<file path="src/rtl/seq_mult_pkg.sv">
// seq_mult_pkg: shared FSM state encoding and default operand width for seq_mult
package seq_mult_pkg;

    localparam int DEFAULT_WIDTH = 4;

    typedef enum logic [1:0] {
        IDLE = 2'd0,
        CALC = 2'd1,
        DONE = 2'd2
    } state_t;

endpackage

</file>
<file path="src/rtl/seq_mult.sv">
// seq_mult: sequential shift-add multiplier, unsigned or two's-complement, valid/ready handshakes
// Ports:
//   clk, rst_n           rising-edge clock, asynchronous active-low reset
//   in_valid / in_ready  operand handshake; a, b, mode sampled on transfer
//   a, b                 WIDTH-bit multiplicand / multiplier
//   mode                 0 = unsigned, 1 = signed
//   out_valid / out_ready product handshake; product held while out_valid waits
//   product              full 2*WIDTH-bit result
//   busy                 high whenever the FSM is not IDLE
module seq_mult
    import seq_mult_pkg::*;
#(
    parameter int WIDTH = DEFAULT_WIDTH
) (
    input  logic                 clk,
    input  logic                 rst_n,
    input  logic                 in_valid,
    output logic                 in_ready,
    input  logic [WIDTH-1:0]     a,
    input  logic [WIDTH-1:0]     b,
    input  logic                 mode,
    output logic                 out_valid,
    input  logic                 out_ready,
    output logic [2*WIDTH-1:0]   product,
    output logic                 busy
);

    localparam int CW = $clog2(WIDTH + 1);

    state_t              state;
    logic [CW-1:0]       cnt;
    logic [WIDTH-1:0]    mcand;
    logic [2*WIDTH:0]    acc;
    logic                neg;
    logic [WIDTH:0]      sum;
    logic [2*WIDTH-1:0]  mag_nxt;

    // The most negative value negates to itself in WIDTH bits, which read
    // as unsigned is exactly its magnitude, so no extra bit is needed.
    function automatic logic [WIDTH-1:0] mag(input logic [WIDTH-1:0] x, input logic sgn);
        return (sgn && x[WIDTH-1]) ? -x : x;
    endfunction

    // acc holds {partial sum, remaining multiplier bits}; one add-then-shift per step.
    always_comb begin
        sum     = acc[2*WIDTH:WIDTH] + (acc[0] ? {1'b0, mcand} : '0);
        mag_nxt = {sum, acc[WIDTH-1:1]};
    end

    always_ff @(posedge clk or negedge rst_n) begin
        if (!rst_n) begin
            state     <= IDLE;
            cnt       <= '0;
            mcand     <= '0;
            acc       <= '0;
            neg       <= 1'b0;
            product   <= '0;
            in_ready  <= 1'b1;
            out_valid <= 1'b0;
            busy      <= 1'b0;
        end else begin
            case (state)
                IDLE: if (in_valid) begin
                    mcand    <= mag(a, mode);
                    acc      <= {{(WIDTH+1){1'b0}}, mag(b, mode)};
                    neg      <= mode & (a[WIDTH-1] ^ b[WIDTH-1]);
                    cnt      <= CW'(WIDTH);
                    state    <= CALC;
                    in_ready <= 1'b0;
                    busy     <= 1'b1;
                end
                CALC: begin
                    acc <= {1'b0, mag_nxt};
                    cnt <= cnt - 1'b1;
                    // The last step's result goes straight to product, sign applied.
                    if (cnt == CW'(1)) begin
                        product   <= neg ? -mag_nxt : mag_nxt;
                        state     <= DONE;
                        out_valid <= 1'b1;
                    end
                end
                DONE: if (out_ready) begin
                    state     <= IDLE;
                    out_valid <= 1'b0;
                    in_ready  <= 1'b1;
                    busy      <= 1'b0;
                end
                default: begin
                    state     <= IDLE;
                    out_valid <= 1'b0;
                    in_ready  <= 1'b1;
                    busy      <= 1'b0;
                end
            endcase
        end
    end

endmodule

</file>
<file path="config.mk">
export PLATFORM = sky130hd
export DESIGN_NAME = seq_mult
export DESIGN_NICKNAME = d
export VERILOG_FILES = /design/src/rtl/seq_mult_pkg.sv /design/src/rtl/seq_mult.sv
export SDC_FILE = /design/constraint.sdc
export NUM_CORES = 1
export LEC_CHECK = 0
export ABC_AREA = 1
export CORE_AREA = 4 4 61 63
export DETAILED_ROUTE_END_ITERATION = 7
export DIE_AREA = 0 0 65 67
export GPL_ROUTABILITY_DRIVEN = 0
export PLACE_DENSITY_LB_ADDON = 0.08
export REMOVE_ABC_BUFFERS = 1
export SLEW_MARGIN = 20
export SYNTH_ARGS = -nofsm -noshare
export SYNTH_HDL_FRONTEND = slang
export SYNTH_SLANG_ARGS = --single-unit
</file>
<file path="constraint.sdc">
create_clock -name clk -period 2.5 [get_ports clk]
set_input_delay 0.375 -clock clk [delete_from_list [all_inputs] [get_ports clk]]
set_output_delay 0.375 -clock clk [all_outputs]
set_load 0.02 [all_outputs]
</file>
**Run 1: where the registers sit**

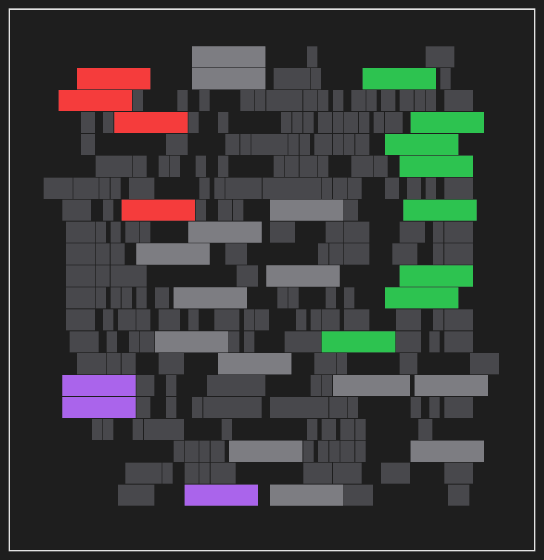
product -> green  # flops 8
cnt -> purple  # flops 3
mcand -> red  # flops 4, where upper left
not coloured = 14
flop share of the area: 0.368
FF/Latch Area: 727 µm²
P_seq: 0.817 mW
Final Util: 0.611

**Run 1: cell area per tile**

The die is cut into 6 by 7 equal tiles; black is low, pale yellow is high, 0 to 100% covered.
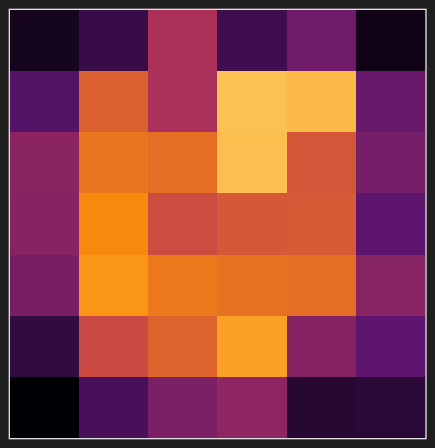
fullest tile = 87%
densest ninth of the die = centre
tiles over 75% full = 12%
nearly empty tiles = 2.4%
core region area: 3230 µm²
fp util: 0.507

**Run 1: routing congestion map**

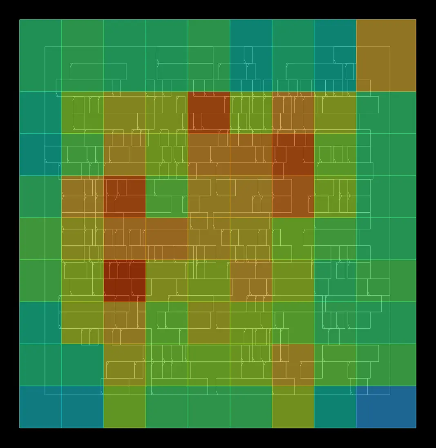
Tot GR Track Use: 0.174
busiest grt layer: met2
met1 global-route usage: 0.206
wire length per cell: 11.9 µm
met2 capacity usage during global routing: 0.291

==> impl_metrics.csv, run 1 <==
group,metric,value,unit
layout,seq_cells,29,
clocking,cts_max_level,2,
drt,top_layer_used,"met4",
synthesis,yosys_warnings,0,
synthesis,synth_cells,194,
layout,nNonClkBuffers,24,
power_and_ir_drop,combPwrFrac,0.525,
layout,areaGrowthSynthToFinish,20.4,%
final_timing,fin_skew,2.54,ps
clocking,path_clk_slew,90,ps
setup_path,reg2regPathDepth,12,
drt,wl,3200,µm
synthesis,ys_sh_adder,0.0809,
placed_design,dp_hpwl,2490,µm
setup_path,worstPathCellList,"nand2_1 > inv_1 > ha_1 > fa_1 > nor2_1 > nand3_1 > nor2_1 > nand3_1 > nand2_1 > nand2_1 > nand3_1 > nand2_1",
synthesis,ys_async_sr_fraction,1.00,
drt,viasPerCell,4.96,
setup_path,arrival,2220,ps
setup_path,slowest_stage,"fa_1",
final_timing,period_needed,1990,ps
layout,inv_count,34,
worst_hold_path,min_path_type,"primary input to async pin",
floorplan,dieHeight,67,µm
drt,wl_met1,1470,µm
synthesis,yosys_area,1640,µm²
run,drv_cap,0,
clocking,clock_latency,320,ps
drt,drcViolationCount,0,
synthesis,most_common_cell,"nand2_1",
final_timing,setup-tns-final,0,ps
synthesis,ys_top_cells_by_area,"dfrtp_1 (43%), nand2_1 (9.8%), ha_1 (6.9%)",
final_timing,rsz0062_at_grt,"no",
synthesis,yosys.area.top_type,"dfrtp_1",
power_and_ir_drop,switching_share,0.443,
setup_path,crit_path_frequent_cell,"nand2_1",
setup_path,crit_cells,12,
synthesis,ys_seq_share,0.444,
layout,stdcell_area,1970,µm²
synthesis,syn_area,1640,µm²
setup_path,end_kind,"flop",
placed_design,placed_area,1920,µm²
floorplan,chip_area,4360,µm²
drt,wl_met2,1540,µm
setup_path,r2r_slack,510,ps
drt,met3_length,150,µm
synthesis,common_cells,"nand2_1 (43), inv_1 (29), dfrtp_1 (28), o21ai_0 (20), nor2_1 (13)",
clocking,hold_buffers,0,
synthesis,ys_sh_simple,0.214,
setup_path,cp_max_fo,5,
floorplan,rows,21,
layout,nets,246,
placed_design,placed_cells,262,
clocking,cts-resized-gates,0,
setup_path,timing_worst_setup_path_type,"flop to flop",
floorplan,fp.dieW,65,µm
final_timing,max_slew_margin,0.756,
synthesis,synthMuxAreaShare,0,
clocking,cts_sinks,29,
floorplan,taps,46,
synthesis,edf_count,0,
synthesis,avgSynthCellArea,8.45,µm²
drt,vias,1335,
synthesis,synth_flops,29,
clocking,root_buffer,"clkbuf_4",
clocking,clk_path_buf_depth,2,
power_and_ir_drop,internal_power,1.30,mW
power_and_ir_drop,powerClk,0.293,mW
power_and_ir_drop,p_sw,1.04,mW
drt,ant_nets,0,
outcome,status,"finished, final reports clean",
setup_path,required,2730,ps
drt,drt_iter0_drc,64,
grt,grtUsageMet3,0.0590,
layout,comb_cells,129,
placed_design,post-place-ws,533,ps
setup_path,r2r_end,"product[7]",
grt,antenna_found_initial,0,
power_and_ir_drop,power_leader,"combinational cells",
setup_path,critPathBufInv,1,
**Run 1: sizing map**

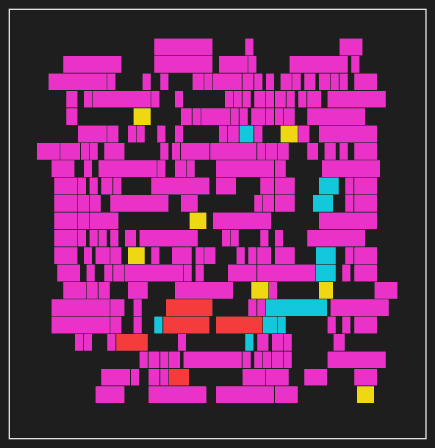

--- run 2 (diff from run 1) ---
--- a/config.mk
+++ b/config.mk
@@ -6,9 +6,9 @@
 export NUM_CORES = 1
 export LEC_CHECK = 0
 export ABC_AREA = 1
-export CORE_AREA = 4 4 61 63
+export CORE_AREA = 4 4 64 66
 export DETAILED_ROUTE_END_ITERATION = 7
-export DIE_AREA = 0 0 65 67
+export DIE_AREA = 0 0 68 70
 export GPL_ROUTABILITY_DRIVEN = 0
 export PLACE_DENSITY_LB_ADDON = 0.08
 export REMOVE_ABC_BUFFERS = 1
==> constraint.sdc (replaced) <==
create_clock -name clk -period 1.8 [get_ports clk]
set_input_delay 0.27 -clock clk [delete_from_list [all_inputs] [get_ports clk]]
set_output_delay 0.27 -clock clk [all_outputs]
set_load 0.02 [all_outputs]
**Run 2: sizing map**

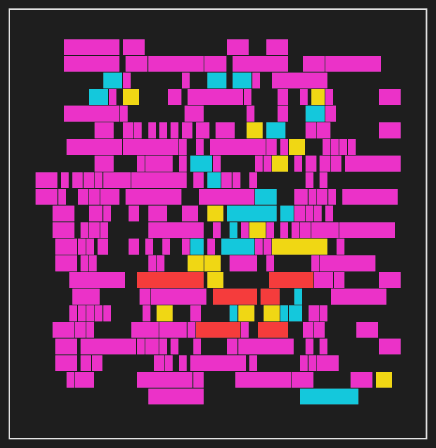
_3 and _4 cells -> yellow  # cells 15, share 6.5%
_0 and _1 cells -> magenta  # cells 191, share 83%
_2 cells -> cyan  # cells 19, share 8.2%
_6 and larger -> red  # cells 6, share 2.6%
Design Area, Final: 2100 µm²
Worst Setup Slack, final: -44.7 ps
Area Overhead vs Synth: 28.0%
Non-Clock Buffer Count: 31

**Run 2: routing congestion map**

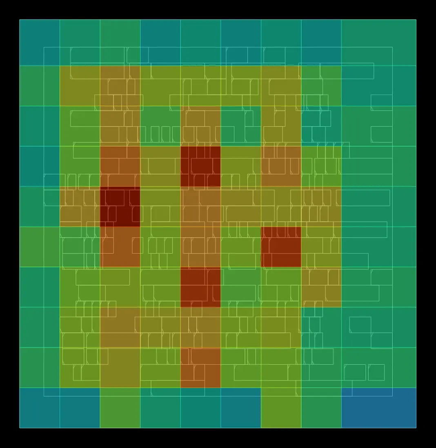
Final Util: 0.586
Tot GR Track Use: 0.162

==> run 2 against run 1 <==
Net effect:
- first-iteration DRC count down 27%
- the flow now finishes with violations (setup timing)
- power up 54%
- critical path depth down 3
- die area up 9.3%
==> impl_metrics.csv, run 2 <==
group,metric,value,unit
floorplan,dieHeight,70,µm
setup_path,end_kind,"flop",
grt,antenna_found_initial,0,
drt,avgRoutedWirePerCell,12.0,µm
drt,wl_met2,1590,µm
power_and_ir_drop,powerClk,0.562,mW
setup_path,r2r_end,"product[6]",
clocking,clock_latency,330,ps
setup_path,required,2060,ps
synthesis,ys_sh_simple,0.214,
drt,drt_iter0_drc,47,
outcome,violations,"setup timing",
final_timing,layout_setup_ws,-44.7,ps
synthesis,edf_count,0,
synthesis,yosys_warnings,0,
setup_path,timing_worst_setup_path_type,"flop to flop",
drt,top_layer_used,"met4",
synthesis,ys_sh_adder,0.0809,
floorplan,fp_util,0.458,
final_timing,period_needed,1840,ps
setup_path,crit_cells,9,
setup_path,cp_max_fo,2,
clocking,path_clk_slew,100,ps
grt,grtUsageMet3,0.0514,
layout,ff_latch_area,727,µm²
final_timing,max_slew_margin,0.754,
outcome,status,"complete, but fails checks",
synthesis,syn_area,1640,µm²
layout,comb_cells,129,
floorplan,chip_area,4760,µm²
clocking,hold_buffers,0,
setup_path,reg2regPathDepth,9,
final_timing,setup_viol,1,
power_and_ir_drop,p_sw,1.53,mW
power_and_ir_drop,switching_share,0.425,
placed_design,placed_cells,269,
clocking,cts_max_level,2,
setup_path,critPathBufInv,1,
synthesis,yosys_area,1640,µm²
**Run 2: cells coloured by class**

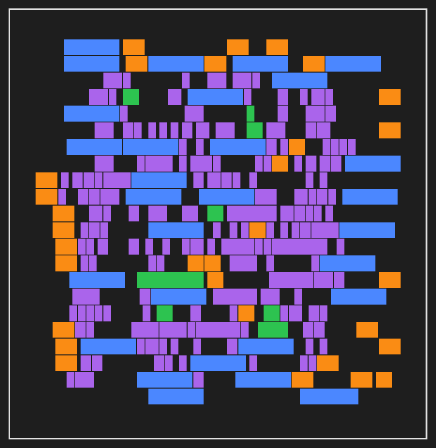
combinational and other logic -> purple  # cells 163, share of their area 46%
clock drivers and dummy loads -> green  # cells 8, share of their area 4.2%
remaining buffers and delay cells -> orange  # cells 31, share of their area 14%
sequential cells -> blue  # cells 29, share of their area 36%
Core Rows: 22
core region area: 3580 µm²
flop share of the area: 0.346

Power figures rest on the tool's default switching activity, not on a simulated workload.
